[config.mk]
export PLATFORM = sky130hd
export DESIGN_NAME = imem_loader_ctrl
export DESIGN_NICKNAME = d
export VERILOG_FILES = /design/src/rtl/imem_loader_ctrl.sv
export SDC_FILE = /design/constraint.sdc
export NUM_CORES = 1
export LEC_CHECK = 0
export CORE_MARGIN = 2
export CORE_UTILIZATION = 50
export CTS_BUF_LIST = sky130_fd_sc_hd__clkbuf_4 sky130_fd_sc_hd__clkbuf_8
export DETAILED_ROUTE_END_ITERATION = 10
export PLACE_DENSITY_LB_ADDON = 0.05
export SLEW_MARGIN = 25
export SYNTH_ARGS = -nofsm -noshare
export SYNTH_HDL_FRONTEND = slang
export SYNTH_SLANG_ARGS = --single-unit
[constraint.sdc]
create_clock -name clk -period 2.6 [get_ports clk]
set_input_delay 0.65 -clock clk [delete_from_list [all_inputs] [get_ports clk]]
set_output_delay 0.65 -clock clk [all_outputs]
set_load 0.02 [all_outputs]
[src/rtl/imem_loader_ctrl.sv]
// imem_loader_ctrl: boot-time loader that owns the instruction-memory write
// port while the core is held in reset. It receives a little-endian byte
// stream made of a 32-bit word count followed by that many 32-bit
// instructions. Each instruction is written to consecutive word addresses,
// and the core is released once the last word has been written.
module imem_loader_ctrl #(
  parameter int unsigned MAX_WORDS = 1024
) (
  input  logic        clk,
  input  logic        rst,
  input  logic        rx_valid,
  input  logic [7:0]  rx_data,
  output logic        rx_ready,
  output logic        imem_we,
  output logic [31:0] imem_addr,
  output logic [31:0] imem_din,
  output logic        core_rst,
  output logic        load_done,
  output logic        load_err
);

  typedef enum logic [2:0] {
    S_HDR,
    S_DATA,
    S_WRITE,
    S_DONE,
    S_ERR
  } state_t;

  state_t      state;
  state_t      state_next;
  logic [1:0]  byte_idx;     // lane of the next byte; wraps 3 -> 0
  logic [23:0] asm_q;        // lanes 0..2 of the field being assembled
  logic [31:0] len;          // program length in words
  logic [31:0] word_idx;     // index of the word currently being loaded
  logic        accept;
  logic        last_byte;
  logic [31:0] word_full;
  logic [31:0] word_idx_inc;

  // The receiver may only push bytes while a header or data word is being collected.
  assign rx_ready     = (state == S_HDR) || (state == S_DATA);
  assign accept       = rx_valid && rx_ready;
  assign last_byte    = accept && (byte_idx == 2'd3);
  // The 4th byte completes the field directly from the bus, so no extra cycle is spent.
  assign word_full    = {rx_data, asm_q};
  assign word_idx_inc = word_idx + 32'd1;

  // State register.
  always_ff @(posedge clk) begin
    // NOTE: sequential state is updated with non-blocking assignments so every
    // flop samples pre-edge values regardless of block evaluation order.
    if (rst) state <= S_HDR;
    else     state <= state_next;
  end

  // Next-state decode.
  always_comb begin
    // NOTE: default assigned first so every path drives state_next and no latch is inferred.
    state_next = state;
    unique case (state)
      S_HDR: begin
        if (last_byte) begin
          if (word_full == 32'd0)                   state_next = S_DONE;
          else if (word_full > 32'(MAX_WORDS))      state_next = S_ERR;
          else                                      state_next = S_DATA;
        end
      end
      S_DATA: begin
        if (last_byte) state_next = S_WRITE;
      end
      S_WRITE: begin
        if (word_idx_inc == len) state_next = S_DONE;
        else                     state_next = S_DATA;
      end
      S_DONE:  state_next = S_DONE;
      S_ERR:   state_next = S_ERR;
      default: state_next = S_HDR;
    endcase
  end

  // Byte assembly, counters and registered outputs.
  always_ff @(posedge clk) begin
    if (rst) begin
      // NOTE: the assembly register is reset too, so a reset mid-word leaves
      // no stale lanes behind; it is only a few flops, not a memory array.
      byte_idx  <= 2'd0;
      asm_q     <= 24'd0;
      len       <= 32'd0;
      word_idx  <= 32'd0;
      imem_we   <= 1'b0;
      imem_addr <= 32'd0;
      imem_din  <= 32'd0;
      core_rst  <= 1'b1;
      load_done <= 1'b0;
      load_err  <= 1'b0;
    end else begin
      if (accept) begin
        byte_idx <= byte_idx + 2'd1;
        case (byte_idx)
          2'd0:    asm_q[7:0]   <= rx_data;
          2'd1:    asm_q[15:8]  <= rx_data;
          2'd2:    asm_q[23:16] <= rx_data;
          default: ;
        endcase
      end

      if ((state == S_HDR) && last_byte) begin
        len      <= word_full;
        word_idx <= 32'd0;
      end

      if (state == S_WRITE) word_idx <= word_idx_inc;

      // Address and data are captured as the word completes and hold afterwards.
      if ((state == S_DATA) && last_byte) begin
        imem_addr <= {word_idx[29:0], 2'b00};
        imem_din  <= word_full;
      end

      // Status outputs are registered copies of the state being entered.
      imem_we   <= (state_next == S_WRITE);
      core_rst  <= (state_next != S_DONE);
      load_done <= (state_next == S_DONE);
      load_err  <= (state_next == S_ERR);
    end
  end

endmodule

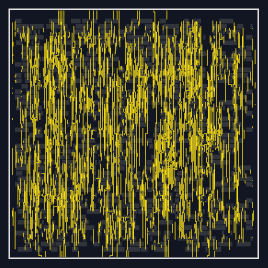
*Signal wires on met2, run 1*
Scale: 2 px per um.
longest straight run: 70.7 um
share of all routed wire: 48%
main direction: vertical
wire length on this layer: 10,200 um
nets with wire on the layer: 877
M2 GR Usage: 0.4746
via count: 7,101
DRT Wirelength: 21.40 mm

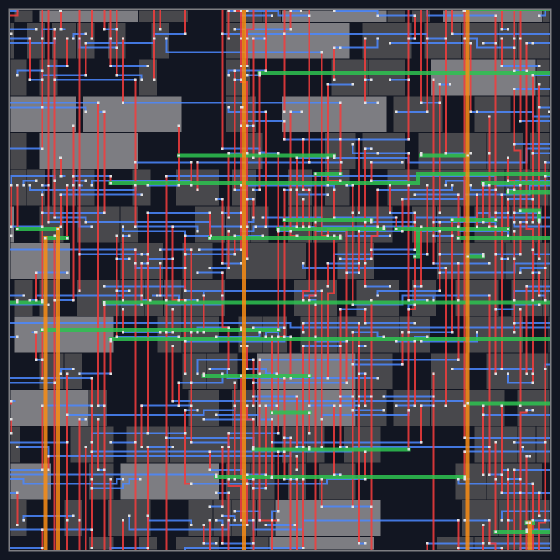
*Close-up of the layout, run 1*
Region (42, 67) to (82, 107) um. Cells in gray, sequential cells in the stronger gray; small squares are vias.
[metal 3] green
[metal 1] blue
[metal 2] red
[metal 4] orange
cells with their middle in the window: 130
sequential cells in the window: 13
netlist names of flops here include: len (7), word_idx (6)
most frequent: nand2_1 (17), a21oi_1 (17), buf_4 (16)

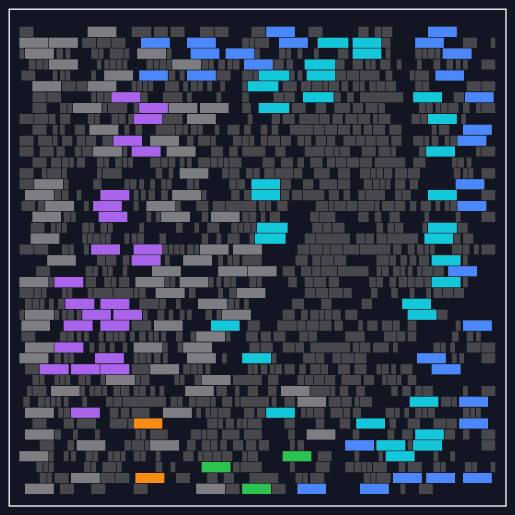
*Where the registers sit, run 1*
Scale: 4 px per um. Other sequential cells in the stronger gray, the rest of the logic in the fainter gray.
[state] green | placed flops: 3
[byte_idx] orange | placed flops: 2
[word_idx] cyan | placed flops: 32
[imem_addr] blue | placed flops: 30
[asm_q] purple | placed flops: 24
sequential cell power: 0.00249 W
final core utilization: 0.6587
sequential cell area: 0.003193 sq mm

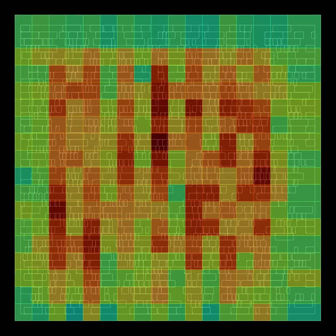
*Routing congestion map, run 1*
Avg WL per Cell: 17.09 um
GRT Overall Usage: 0.2890
GRT busiest layer: met2
grt met1 use: 0.3753

==> metrics.cfg, run 1 <==
[cts]
postCtsHoldBufs=0
post_cts_buffers=0
cts_inserted_buffers=17
clkLatencyLatePin_ps=460
cts_tree=yes
clockBufferDepth=2

[yosys]
ys_chip_area_sq_mm=0.007176
ff_type=dfxtp_1
synth_top_area_share=0.4436
syn_area_sq_mm=0.007176
edf_count=0
syn_area_per_cell_sq_um=7.577
synthArstFlopShare=0
mux_area_frac=0.001395
yosys_cells=947
yosys-top-cells-count=263 x nand2_1, 159 x dfxtp_1, 153 x a21oi_1, 61 x clkbuf_1, 40 x nor2_1

[final_layout]
layout.nets=1075
inverters=8
seq_cell_count=159
layout_top_cell=nand2_1
syn_to_final_growth_pct=27.92
clk_share=0.04526
logic_gates=707
final_cells=1252
antenna-diode-count=0
sh_seq_area=0.3479
final_cell_mix=263 x nand2_1, 153 x a21oi_1, 151 x dfxtp_1
buffers=166
fin_area_sq_mm=0.009179

[grt]
grt_pass1_vias=6688
antenna_found_initial=0
grt_max_degree=157
grt_util_met3=0.04716

[sta]
setup_violations=1
timing.hold.ws_ps=455.7
rsz0062_at_grt=yes
final.setup.worst_slack_ps=-12.51
slew_headroom=0.5412
setup_tns_ps=-12.51

[pwr]
power_frac_comb=0.042
clock_power_share=0.415
p_clk_w=0.00190
p_leak_nw=3.285
power_leader=registers
p_int_w=0.003486

[setup_path]
crit_path_end_kind=register
timing.rr.start=word_idx[6]
path_buffers=2
slowest_stage=nor4_1
crit_start=word_idx[6]
path_delay_family=simple AND/OR/NAND/NOR gates
crit_required_ps=2960
slowest_delay_ps=480

[floorplanning]
core_area_sq_mm=0.01393
initCoreUtil=0.5150
die_h_um=123.8

[flow_run]
drv_cap=0
warnings=32

[place]
dp.cells=1220

[detailed_routing]
vias_per_cell=5.672
wl_met1_mm=9.296
highest_layer=met4
met3_length_mm=1.267
route.detailed.drc=0

[worst_hold_path]
holdPathEnd=imem_din[5]

[outcome]
status=finished, violations left
failed_checks=setup timing

==> inputs of run 2 (changes only) <==
ABC_AREA = 1   (was unset)
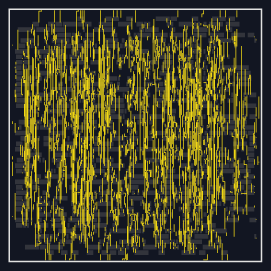
*Signal wires on met2, run 2*
Scale: 2 px per um.
share of all routed wire: 45%
wire length on this layer: 9,020 um
longest straight run: 60.9 um
main direction: vertical
nets with wire on the layer: 887
DRT Wirelength: 20.04 mm
via count: 6,956
M2 GR Usage: 0.4124

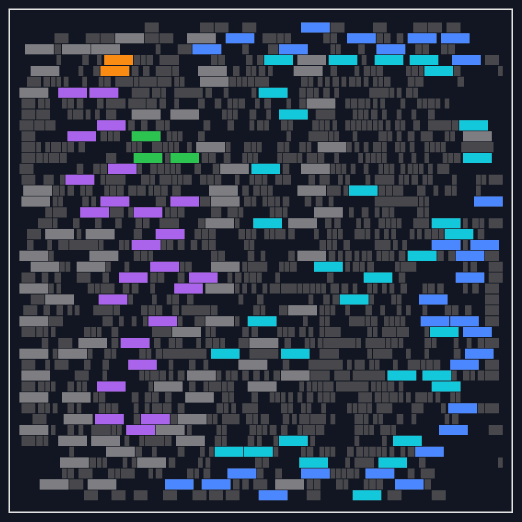
*Where the registers sit, run 2*
Scale: 4 px per um. Other sequential cells in the stronger gray, the rest of the logic in the fainter gray.
[state] green | placed flops: 3
[byte_idx] orange | placed flops: 2
[imem_addr] blue | placed flops: 30
[asm_q] purple | placed flops: 24
[word_idx] cyan | placed flops: 32
Seq area share: 0.3644
final core utilization: 0.6033
sequential cell power: 0.00251 W
sequential cell area: 0.003183 sq mm

==> metrics.cfg, run 2 <==
[final_layout]
inverters=77  ; +69
fin_area_sq_mm=0.008735  ; -4.8%
syn_to_final_growth_pct=18.54
layout.nets=1141  ; +6.1%
logic_gates=773  ; +9.3%
seq_cell_count=159  ; unchanged
final_cell_mix=246 x nand2_1, 159 x dfxtp_1, 151 x nor2_1
buffers=97  ; -42%

[setup_path]
slowest_delay_ps=600  ; +120 ps
timing.rr.start=word_idx[1]
path_buffers=2  ; unchanged
crit_required_ps=1950  ; -1010 ps
slowest_stage=clkdlybuf4s50_1
crit_start=state[0]

[detailed_routing]
met3_length_mm=1.049  ; -17%
route.detailed.drc=0  ; unchanged
wl_per_cell_um=15.16  ; -11%
wl_met1_mm=9.421  ; +1.3%
highest_layer=met4
vias_per_cell=5.262  ; -7.2%

[place]
dp.cells=1290  ; +5.7%

[pwr]
power_frac_comb=0.063  ; +0.021
power_leader=registers
p_int_w=0.003491  ; +0.15%
clock_power_share=0.397  ; -0.018
p_clk_w=0.00184  ; -3%
p_leak_nw=3.386  ; +3.1%

[cts]
post_cts_buffers=0  ; unchanged
cts_tree=yes
clkLatencyLatePin_ps=470  ; about the same
cts_inserted_buffers=17  ; unchanged
postCtsHoldBufs=0  ; unchanged

[grt]
track_usage=0.2623  ; -0.02671
grt_max_degree=82  ; -48%
grt_pass1_vias=6511  ; -2.6%
grt_util_met3=0.04664  ; -0.0005202
grt-busiest-layer=met2
grtUsageMet1=0.3581  ; -0.01724

[floorplanning]
core_area_sq_mm=0.01448  ; +3.9%
initCoreUtil=0.5089  ; -0.006049
die_h_um=125.4  ; +1.3%

[sta]
timing.hold.ws_ps=476.5  ; +20.80 ps
setup_violations=0  ; -1
slew_headroom=0.5161  ; -0.02514
rsz0062_at_grt=no
setup_tns_ps=0  ; +12.51 ps
final.setup.worst_slack_ps=139.3  ; +151.8 ps

[yosys]
ff_type=dfxtp_1
synth_top_area_share=0.4320  ; -0.01160
synthArstFlopShare=0  ; unchanged
syn_area_per_cell_sq_um=6.938  ; -8.4%
ys_chip_area_sq_mm=0.007368  ; +2.7%
mux_area_frac=0  ; -0.001395
yosys-top-cells-count=246 x nand2_1, 159 x dfxtp_1, 152 x nor2_1, 113 x a21oi_1, 97 x o21ai_0
edf_count=0  ; unchanged
yosys_cells=1062  ; +12%

[flow_run]
drv_cap=0  ; unchanged
warnings=29  ; -9.4%

[outcome]
status=completed

Power and IR drop assume default switching activity.
